`src/rtl/pipe_hazard_ctrl_pkg.sv`:
```
// pipe_hazard_ctrl_pkg: state encodings and shared constants for the hazard controller
package pipe_hazard_ctrl_pkg;
   typedef enum logic [1:0] {
      RUN   = 2'd0,
      FLUSH = 2'd1,
      DRAIN = 2'd2,
      HALT  = 2'd3
   } state_t;
   localparam logic [4:0] REG_X0 = 5'd0;
   localparam int CNT_W = 16;
endpackage

```
`src/rtl/pipe_hazard_ctrl_sat_counter.sv`:
```
// sat_counter: event counter that sticks at all-ones instead of wrapping
module sat_counter
   import pipe_hazard_ctrl_pkg::*;
#(
   parameter int W = CNT_W
) (
   input  logic         clk,
   input  logic         rst_n,
   input  logic         inc,
   output logic [W-1:0] cnt
);
   always_ff @(posedge clk or negedge rst_n)
      if (!rst_n) cnt <= '0;
      else if (inc && cnt != '1) cnt <= cnt + 1'b1;
endmodule

```
`src/rtl/pipe_hazard_ctrl.sv`:
```
// pipe_hazard_ctrl: load-use stall, branch redirect and halt-drain control
// PIPE_PERF_CNT_EN enables the stall/flush counters; otherwise they read 0.
module pipe_hazard_ctrl
   import pipe_hazard_ctrl_pkg::*;
#(
   parameter int PC_SIZE      = 10,
   parameter int DRAIN_CYCLES = 3
) (
   input  logic               clk,
   input  logic               rst_n,
   input  logic               id_valid,
   input  logic [4:0]         id_rs1,
   input  logic [4:0]         id_rs2,
   input  logic               ex_valid,
   input  logic [4:0]         ex_rd,
   input  logic               ex_mem_read,
   input  logic               ex_branch,
   input  logic               ex_zero,
   input  logic [PC_SIZE-1:0] ex_pc_jump,
   input  logic               halt_req,
   output logic               pc_write,
   output logic               if_id_write,
   output logic               id_ex_bubble,
   output logic               if_id_flush,
   output logic               pc_sel,
   output logic [PC_SIZE-1:0] pc_target,
   output logic [1:0]         state,
   output logic [CNT_W-1:0]   stall_cnt,
   output logic [CNT_W-1:0]   flush_cnt
);
   localparam logic [3:0] DRAIN_LOAD = 4'(DRAIN_CYCLES - 1);
   state_t st, nxt;
   logic [3:0] dcnt, dcnt_nxt;
   logic load_use, taken, hold, redirect, stall, run_taken;
   assign load_use = id_valid & ex_valid & ex_mem_read & (ex_rd != REG_X0) &
                     ((ex_rd == id_rs1) | (ex_rd == id_rs2));
   assign taken = ex_valid & ex_branch & ex_zero;
   assign hold = (st == DRAIN) | (st == HALT);
   assign run_taken = taken & (st == RUN);
   // FLUSH ignores the branch still sitting in EXE; DRAIN/HALT still honour it
   assign redirect = taken & (st != FLUSH);
   assign stall = load_use & (((st == RUN) & ~taken) | (st == FLUSH));
   always_ff @(posedge clk or negedge rst_n)
      if (!rst_n) begin
         st   <= RUN;
         dcnt <= '0;
      end else begin
         st   <= nxt;
         dcnt <= dcnt_nxt;
      end
   always_comb begin
      nxt      = st;
      dcnt_nxt = dcnt;
      case (st)
         RUN:
            if (taken) nxt = FLUSH;
            else if (!load_use && halt_req) begin
               nxt      = DRAIN;
               dcnt_nxt = DRAIN_LOAD;
            end
         FLUSH:
            if (halt_req) begin
               nxt      = DRAIN;
               dcnt_nxt = DRAIN_LOAD;
            end else nxt = RUN;
         DRAIN:
            if (dcnt == '0) nxt = HALT;
            else dcnt_nxt = dcnt - 1'b1;
         HALT:
            if (!halt_req) nxt = RUN;
         default: nxt = RUN;
      endcase
   end
   always_comb begin
      pc_write     = ~(hold | stall);
      if_id_write  = ~(hold | stall);
      id_ex_bubble = hold | stall | run_taken;
      if_id_flush  = run_taken;
      pc_sel       = redirect;
      pc_target    = redirect ? ex_pc_jump : '0;
   end
   assign state = st;
`ifdef PIPE_PERF_CNT_EN
   sat_counter #(.W(CNT_W)) u_stall_cnt (.clk(clk), .rst_n(rst_n), .inc(stall),    .cnt(stall_cnt));
   sat_counter #(.W(CNT_W)) u_flush_cnt (.clk(clk), .rst_n(rst_n), .inc(redirect), .cnt(flush_cnt));
`else
   assign stall_cnt = '0;
   assign flush_cnt = '0;
`endif
endmodule

```
`config.mk`:
```
export PLATFORM = sky130hd
export DESIGN_NAME = pipe_hazard_ctrl
export DESIGN_NICKNAME = d
export VERILOG_FILES = /design/src/rtl/pipe_hazard_ctrl_pkg.sv /design/src/rtl/pipe_hazard_ctrl_sat_counter.sv /design/src/rtl/pipe_hazard_ctrl.sv
export SDC_FILE = /design/constraint.sdc
export NUM_CORES = 1
export LEC_CHECK = 0
export ABC_AREA = 1
export CORE_MARGIN = 2
export CORE_UTILIZATION = 32
export DETAILED_ROUTE_END_ITERATION = 6
export GPL_ROUTABILITY_DRIVEN = 0
export HOLD_SLACK_MARGIN = 0.08
export PLACE_DENSITY = 0.77
export SLEW_MARGIN = 30
export SYNTH_ARGS = -nofsm -noshare
export SYNTH_HDL_FRONTEND = slang
export SYNTH_HIERARCHICAL = 1
export SYNTH_SLANG_ARGS = --single-unit
```
`constraint.sdc`:
```
create_clock -name clk -period 1.8 [get_ports clk]
set_clock_uncertainty 0.15 [all_clocks]
set_input_delay 0.45 -clock clk [delete_from_list [all_inputs] [get_ports clk]]
set_output_delay 0.45 -clock clk [all_outputs]
set_load 0.01 [all_outputs]
```
### Routed metal, one color a layer

Drawn at 6 px/µm. Only two layers are drawn.
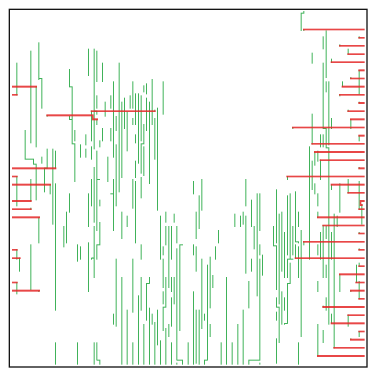
green -> metal 2  # wire length 1320 µm
red -> metal 3  # wire length 231 µm
GRT Total Usage: 13.37%
routed vias: 1089
Routed wire per std cell: 9.553 µm
drt total wl: 2.541 mm

### Signal metal coverage by tile

Drawn at 6 px/µm. The die is cut into 12 by 12 equal tiles; dark blue is low, red is high, scaled to the fullest tile. Values are wire area over tile area, all layers added.
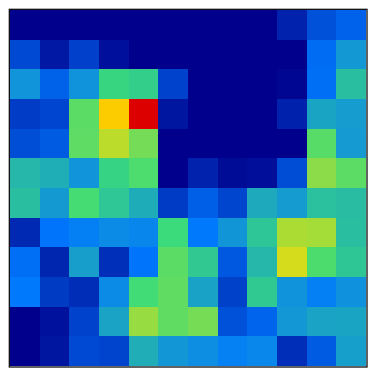
mean over tiles = 0.12
fullest tile = 0.47
emptiest ninth of the die = top center
nearly empty tiles = 21%
tiles over half the peak = 15%

### Cell outlines without signal wires

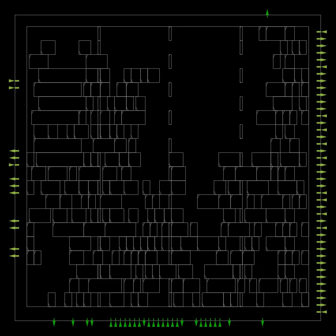
Final Util: 51.47%
Non-Filler Instances: 266

### Nets reached from selected ports

Drawn at 8 px/µm.
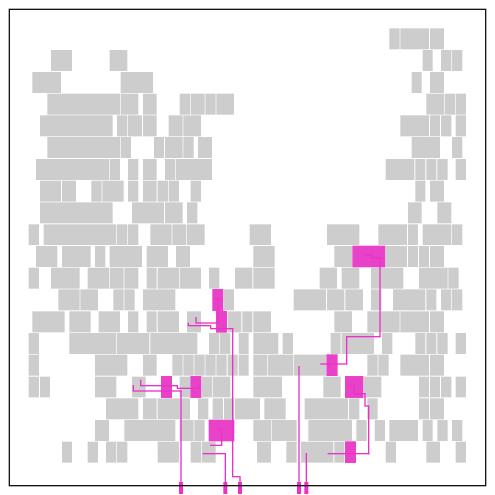
magenta -> id_rs2  # bits 5, direction input, end cells 9, buffers 5, wire 128 µm
input/output buffers: 49
io pins: 82

### Sequential cells colored by netlist name

Drawn at 10 px/µm.
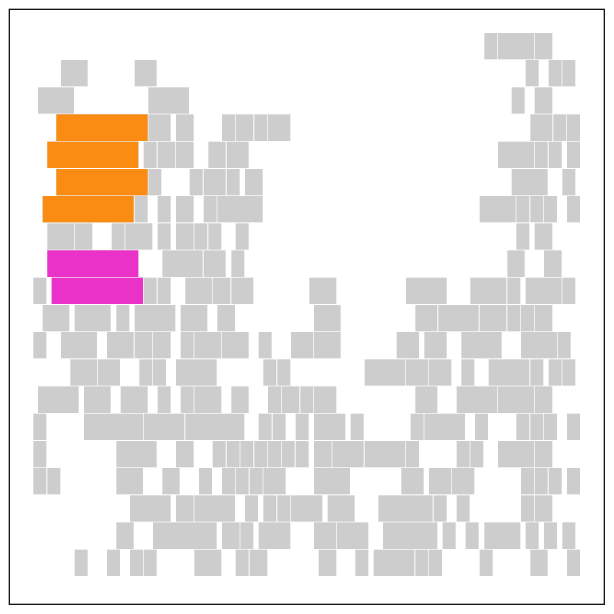
magenta -> state  # sequential cells 2
orange -> dcnt  # sequential cells 4, where upper left
register area: 150.1 µm²
P_seq: 0.000253 W
Seq area share: 9.796%

==> reports/results.ini <==
[pwr]
p_switching_w = 0.0006699
seqPwrFrac_pct = 17.8
pwr-share-comb_pct = 74.1
power_density_nw_per_um2 = 929.5
intPower_w = 0.0007547
p_clk_share_pct = 8.1
irDropWorstVdd_uv = 770.5
power.share.switching_pct = 47.03
power_leakage_nw = 0.9145

[worst_setup_path]
startpoint_type = flop
required_ns = 1.20
reg2regPathDepth = 9
critical_path_class = reg -> out
cp-end-kind = output port
crit_path_max_fanout = 5
cp.arrival_ns = 1.36

[route]
drcViolationCount = 0
dr.pass1.iters = 5
antenna_left = 0
drt_iter0_markers = 20
viasPerCell = 4.094

[synthesis]
netlist.area_leader.share_pct = 25.26
yosys.area.top_type = buf_4
area_leaders = buf_4 (25%), dfrtp_1 (15%), nand2_1 (15%)
yosysWarningCount = 6
synth_flops = 6
ys_area_um2 = 980.9
ys_types = 25
syn_area_per_cell_um2 = 5.874
ys_cells = 167
syn_inst = 167
syn-cell-area_um2 = 980.9
yosys.stat.seqShare_pct = 15.31

[die]
core_area_um2 = 2978
die_area_um2 = 3524
initCoreUtil_pct = 32.94
rows = 20
die_w_um = 59.37
die_y_um = 59.37

[cells_and_area]
lay_top_cells = conb_1 (32), nand2_1 (31), inv_1 (20), buf_2 (18), buf_4 (15)
layout_top_cell = conb_1
antenna_cells = 0
syn_to_final_growth_pct = 56.25
layout.nets = 269
drive_above_1_share_pct = 39.06

[clock_network]
cts_made_buffers = 3
clkSinkCount = 6
cts_tree = built
htree_levels = 1
cts_root_buf = clkbuf_4
clockBufferDepth = 2
clkSlewWorstSetupHoldPaths_ns = 0.04
clk_latency_ns = 0.24

[final_timing]
rsz0062_at_grt = true
setup_viol = 14
final_max_slew_viol_count = 0
min_period_over_period_pct = 108.8
setup_slack_ns = -0.1578
period_needed_ns = 1.958
finalHoldViolCount = 0
max_freq_mhz = 510.8
tns_ns = -1.376

[status]
violations = setup timing
outcome = complete, but fails checks

[global_routing]
grt_max_degree = 7
antenna_found_initial = 0
grt_pass1_vias = 904
overflow = 0
grt_pass1_wl_mm = 3.670

[run]
warning_count = 29
drv_cap = 0

[place]
dp_hpwl_mm = 1.956
pre_cts_ws_ns = -0.9948

[min_path]
min_path_type = in -> async

power groups by stage:
stage | Combinational [W] | Sequential (W) | Clock, W
6_report | 0.00106 | 0.000253 | 0.000115
5_1_grt | 0.00119 | 0.000264 | 0.000123
4_1_cts | 0.00100 | 0.000248 | 0.000122
3_5_place_dp | 0.000975 | 0.000248 | 0
3_3_place_gp | 0.000967 | 0.000247 | 0
2_1_floorplan | 0.000633 | 0.000262 | 0
path summary, 6_finish.rpt:
check                                     start              endpoint  slack, ns
setup / recovery           state[0]$_DFFE_PN0P_          pc_target[9]      -0.16
setup reg to reg           state[1]$_DFFE_PN0P_   dcnt[0]$_DFFE_PN0P_       0.14
min in group clk            dcnt[3]$_DFFE_PN0P_   dcnt[3]$_DFFE_PN0P_       0.37
max in group asynchronous                 rst_n  state[0]$_DFFE_PN0P_       1.01
hold reg to reg             dcnt[3]$_DFFE_PN0P_   dcnt[3]$_DFFE_PN0P_       0.37
hold / removal                            rst_n   dcnt[2]$_DFFE_PN0P_       0.29
flip-flops by register name, summed over array words and instances (netlist names):
| name | flops |
|---|---|
| dcnt | 4 |
| state | 2 |
cells by family after synthesis:
family                   Yosys count  share of synthesized area (%)
AND/OR/NAND/NOR                   83                          38.90
buffers and inverters             67                          38.39
AND-OR/OR-AND                      7                          3.953
flip-flops                         6                          15.31
XOR/XNOR                           2                          1.786
adder cells (fa/ha/maj)            1                          1.275
other                              1                         0.3823
cell usage after synthesis (all sizes together):
cell type and count:
nor2 24, nor3 2, a21oi 3, nand4 2
nand2 43, ha 1, nor4 1, a31oi 1
xnor2 2, inv 33, o21ai 2, nand3 10
buf 34, or2 1, a22oi 1, dfrtp 6
conb 1
final cells by class:
type	count	area (µm²)
Fill cell	299	1445
Sequential cell	6	150.1
Tap cell	33	41.29
Clock buffer	3	22.52
Timing Repair Buffer	65	539.3
Inverter	33	126.4
Timing Repair inverter	1	7.507
Multi-Input combinational cell	125	645.6
worst max-delay path, cell delays in order, from the launching register on:
cell	delay, ns
dfrtp_1	0.39
buf_6	0.13
a21oi_4	0.18
clkinvlp_4	0.17
nor2_1	0.11
buf_2	0.13
metal layers:
layer	up-vias	global-route usage (%)	share of wire [%]
met5	-	0	0
met4	0	4.221	0
met3	0	2.620	9.1
met2	57	24.49	52
met1	468	15.37	39
li1	564	-	-
timing repair:
item,CTS,global route
setup buffers,5,2
setup endpoints to repair,23,22
cloned,1,0
hold endpoints to repair,0,0
pin swaps,34,23
hold buffers,0,0
resized,151,27
metrics by stage:
stage / cell area (µm²) / power (W) / std cells / hold slack (ns) / util [%]
floorplan: 1104 / 0.0008953 / 198 / 0.004409 / -
global placement: 1465 / 0.001214 / 257 / 0.3438 / 49.20
detailed placement: 1465 / 0.001223 / 257 / 0.3540 / 49.20
CTS: 1458 / 0.001374 / 266 / 0.2924 / 48.95
global route: 1533 / 0.001576 / 266 / 0.3056 / 51.47
finish: 1533 / 0.001425 / 266 / 0.2944 / 51.47
Power and IR drop assume default switching activity.
